[src/rtl/fetch_queue.sv]
// Fetch queue: issues sequential PC lookups, retries on miss, buffers hits for decode.
// Optional statistics counters are enabled with FETCH_QUEUE_STATS_EN.
`ifndef LEN_WORD
`define LEN_WORD 32
`endif
`ifndef LEN_INST
`define LEN_INST 32
`endif

module fetch_queue #(
    parameter int LOG_DEPTH = 2,
    localparam int DEPTH = 2 ** LOG_DEPTH,
    parameter logic [`LEN_WORD-1:0] RESET_PC = '0
) (
    input  logic                 clk,
    input  logic                 rst,
    input  logic                 start,
    input  logic [`LEN_WORD-1:0] start_pc,
    input  logic                 halt,
    input  logic                 redirect,
    input  logic [`LEN_WORD-1:0] redirect_pc,
    output logic                 order,
    output logic [`LEN_WORD-1:0] pc,
    input  logic                 done,
    input  logic [`LEN_INST-1:0] instr,
    output logic                 out_valid,
    output logic [`LEN_WORD-1:0] out_pc,
    output logic [`LEN_INST-1:0] out_instr,
`ifdef FETCH_QUEUE_STATS_EN
    input  logic                 out_ready,
    output logic [31:0]          stat_miss_cnt,
    output logic [31:0]          stat_full_cnt
`else
    input  logic                 out_ready
`endif
);

    typedef enum logic {STOP, RUN} state_t;

    localparam logic [LOG_DEPTH:0] FULL_COUNT = (LOG_DEPTH + 1)'(DEPTH);

    state_t                 state;
    state_t                 state_next;
    logic [`LEN_WORD-1:0]   pc_reg;
    logic [LOG_DEPTH-1:0]   rd_ptr;
    logic [LOG_DEPTH-1:0]   wr_ptr;
    logic [LOG_DEPTH:0]     count;
    logic [`LEN_WORD-1:0]   mem_pc    [DEPTH];
    logic [`LEN_INST-1:0]   mem_instr [DEPTH];
    logic                   push;
    logic                   pop;
    logic                   full;

    assign full      = (count == FULL_COUNT);
    assign push      = order & done;
    assign pop       = out_valid & out_ready;
    assign pc        = pc_reg;
    assign out_valid = (count != '0);
    assign out_pc    = mem_pc[rd_ptr];
    assign out_instr = mem_instr[rd_ptr];

    always_ff @(posedge clk) begin
        if (rst) begin
            state <= STOP;
        end else begin
            state <= state_next;
        end
    end

    // Redirect freezes the state; halt outranks start, and start only matters in STOP.
    always_comb begin
        state_next = state;
        if (!redirect) begin
            if (halt) begin
                state_next = STOP;
            end else if (state == STOP && start) begin
                state_next = RUN;
            end
        end
    end

    // No order while full, even if a pop frees a slot this cycle.
    always_comb begin
        order = 1'b0;
        if (state == RUN && !halt && !redirect && !full) begin
            order = 1'b1;
        end
    end

    always_ff @(posedge clk) begin
        if (rst) begin
            pc_reg <= RESET_PC;
            rd_ptr <= '0;
            wr_ptr <= '0;
            count  <= '0;
        end else if (redirect) begin
            pc_reg <= redirect_pc;
            rd_ptr <= '0;
            wr_ptr <= '0;
            count  <= '0;
        end else begin
            if (state == STOP && start && !halt) begin
                pc_reg <= start_pc;
            end else if (push) begin
                pc_reg <= pc_reg + 32'd4;
            end
            if (push) begin
                wr_ptr <= wr_ptr + 1'b1;
            end
            if (pop) begin
                rd_ptr <= rd_ptr + 1'b1;
            end
            if (push && !pop) begin
                count <= count + 1'b1;
            end else if (pop && !push) begin
                count <= count - 1'b1;
            end
        end
    end

    always_ff @(posedge clk) begin
        if (push) begin
            mem_pc[wr_ptr]    <= pc_reg;
            mem_instr[wr_ptr] <= instr;
        end
    end

`ifdef FETCH_QUEUE_STATS_EN
    logic miss_cycle;
    logic full_cycle;

    assign miss_cycle = order & ~done;
    assign full_cycle = (state == RUN) & ~halt & ~redirect & full;

    // Saturating counters; only reset clears them, redirect leaves them alone.
    always_ff @(posedge clk) begin
        if (rst) begin
            stat_miss_cnt <= '0;
            stat_full_cnt <= '0;
        end else begin
            if (miss_cycle && stat_miss_cnt != 32'hFFFF_FFFF) begin
                stat_miss_cnt <= stat_miss_cnt + 32'd1;
            end
            if (full_cycle && stat_full_cnt != 32'hFFFF_FFFF) begin
                stat_full_cnt <= stat_full_cnt + 32'd1;
            end
        end
    end
`endif

endmodule

[config.mk]
export PLATFORM = sky130hd
export DESIGN_NAME = fetch_queue
export DESIGN_NICKNAME = d
export VERILOG_FILES = /design/src/rtl/fetch_queue.sv
export SDC_FILE = /design/constraint.sdc
export NUM_CORES = 1
export LEC_CHECK = 0
export CAP_MARGIN = 20
export CORE_MARGIN = 2
export CORE_UTILIZATION = 45
export DETAILED_ROUTE_END_ITERATION = 8
export GPL_ROUTABILITY_DRIVEN = 0
export GPL_TIMING_DRIVEN = 0
export PLACE_DENSITY = 0.77
export SYNTH_ARGS = -nofsm -noshare
export SYNTH_HDL_FRONTEND = slang
export SYNTH_SLANG_ARGS = --single-unit
export TNS_END_PERCENT = 20
[constraint.sdc]
create_clock -name clk -period 9.45 [get_ports clk]
set_clock_uncertainty 0.1 [all_clocks]
set_input_delay 2.835 -clock clk [delete_from_list [all_inputs] [get_ports clk]]
set_output_delay 2.835 -clock clk [all_outputs]
set_load 0.005 [all_outputs]
**Cells colored by class**

Fill, decap, tap and diode cells in gray.
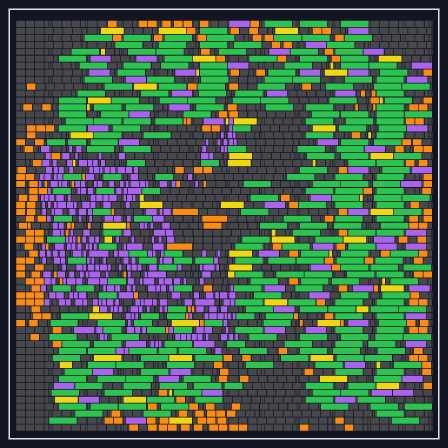
green -> flip-flops  # cells 298, share of their area 56%
yellow -> clock drivers and dummy loads  # cells 56, share of their area 6.7%
orange -> other buffers and delay cells  # cells 236, share of their area 15%
purple -> all other logic  # cells 368, share of their area 22%

**Cell outlines without signal wires**

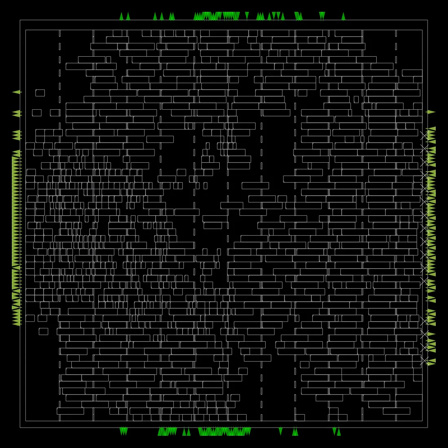
filler instances: 1,953
flop share of the area: 0.5488

==> run_results.csv <==
group,metric,value,unit
outcome,status,"finished with violations",
outcome,violations,"DRC",
worst_setup_path,critPathMaxStageDelay,0.62,ns
synth,synthCells,699,
min_path,hold_depth,2,
power_and_ir_drop,powerComb,159,µW
sta,rsz0062_at_grt,"false",
sta,setup_viol,0,
synth,netlist.top_cell.by_area,"edfxtp_1",
synth,yosys_area,12000,µm²
grt,overflow,0,
synth,ys_cells,699,
grt,grt-busiest-layer,"met2",
floorplan,dieArea,27990,µm²
grt,antenna_found_initial,2,
clock_network,cts_buffers,30,
worst_setup_path,rr_worst_depth,8,
grt,grt_max_degree,55,
synth,ys_warn_count,0,
clock_network,clk-insertion-delay-late,0.55,ns
floorplan,rows,59,
detailed_routing,drt-pass1-iter-count,8,
synth,synthTopLogicFamily,"multiplexers",
finish,nets,1044,
clock_network,postCtsSetupRepairBufs,0,
worst_setup_path,start_kind,"primary input",
grt,met2_usage,0.3368,
power_and_ir_drop,sequentialPowerShare,0.520,
grt,grt_pass1_vias,7633,
synth,edf_count,256,
sta,period_needed,8.536,ns
sta,tns,0,ns
detailed_routing,drc,16,
synth,synth.distinct_cells,67,
**Port wiring**

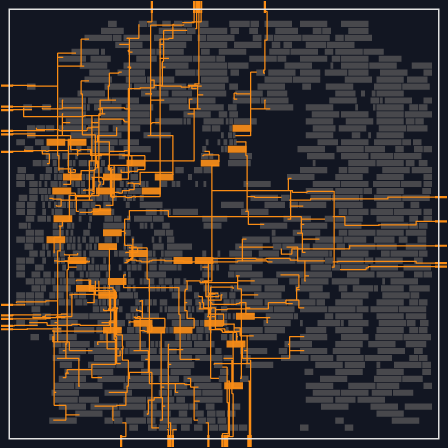
orange -> pc  # direction output, end cells 32, buffers 32, wire 3,970 µm
I/O pin total: 201
Port Buffer Count: 199

**M3 wires**

Scale bar: 50 µm.
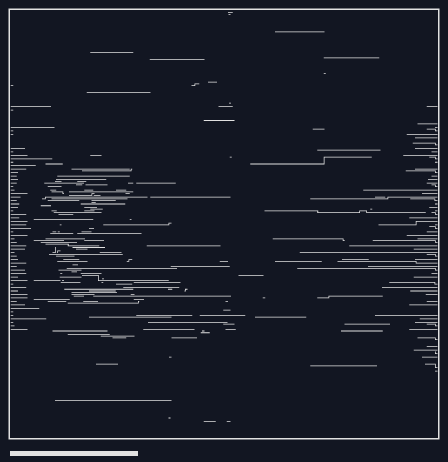
longest straight run = 53.8 µm
share of all routed wire = 9.2%
nets with wire on the layer = 208
main direction = horizontal
final wirelength: 29,610 µm
Vias: 7,456
Global Route met3 Usage: 0.04349

layout by cell type, fill, tap and decap left out, drive strengths merged, types with 8 or more instances in the layout:
cell type	instances
mux4	64
nor2	40
and3	10
nand3	17
nand2	42
a211oi	10
edfxtp	256
buf	15
clkdlybuf4s50	199
dfxtp	42
nand4	14
nor3	13
clkinv	12
inv	8
and2	10
a21oi	30
clkbuf	61
o21ai	13
final cells by class:
type                    count  area (µm²)
clock inverters            17       186.4
inverters                   9       33.78
plain buffers              33       135.1
fillers                  1953       10590
multi-input cells         359        3312
flip-flops and latches    298        8528
diodes                      2       5.005
clock buffers              39       825.8
repair buffers            203        2095
well taps                 335       419.2
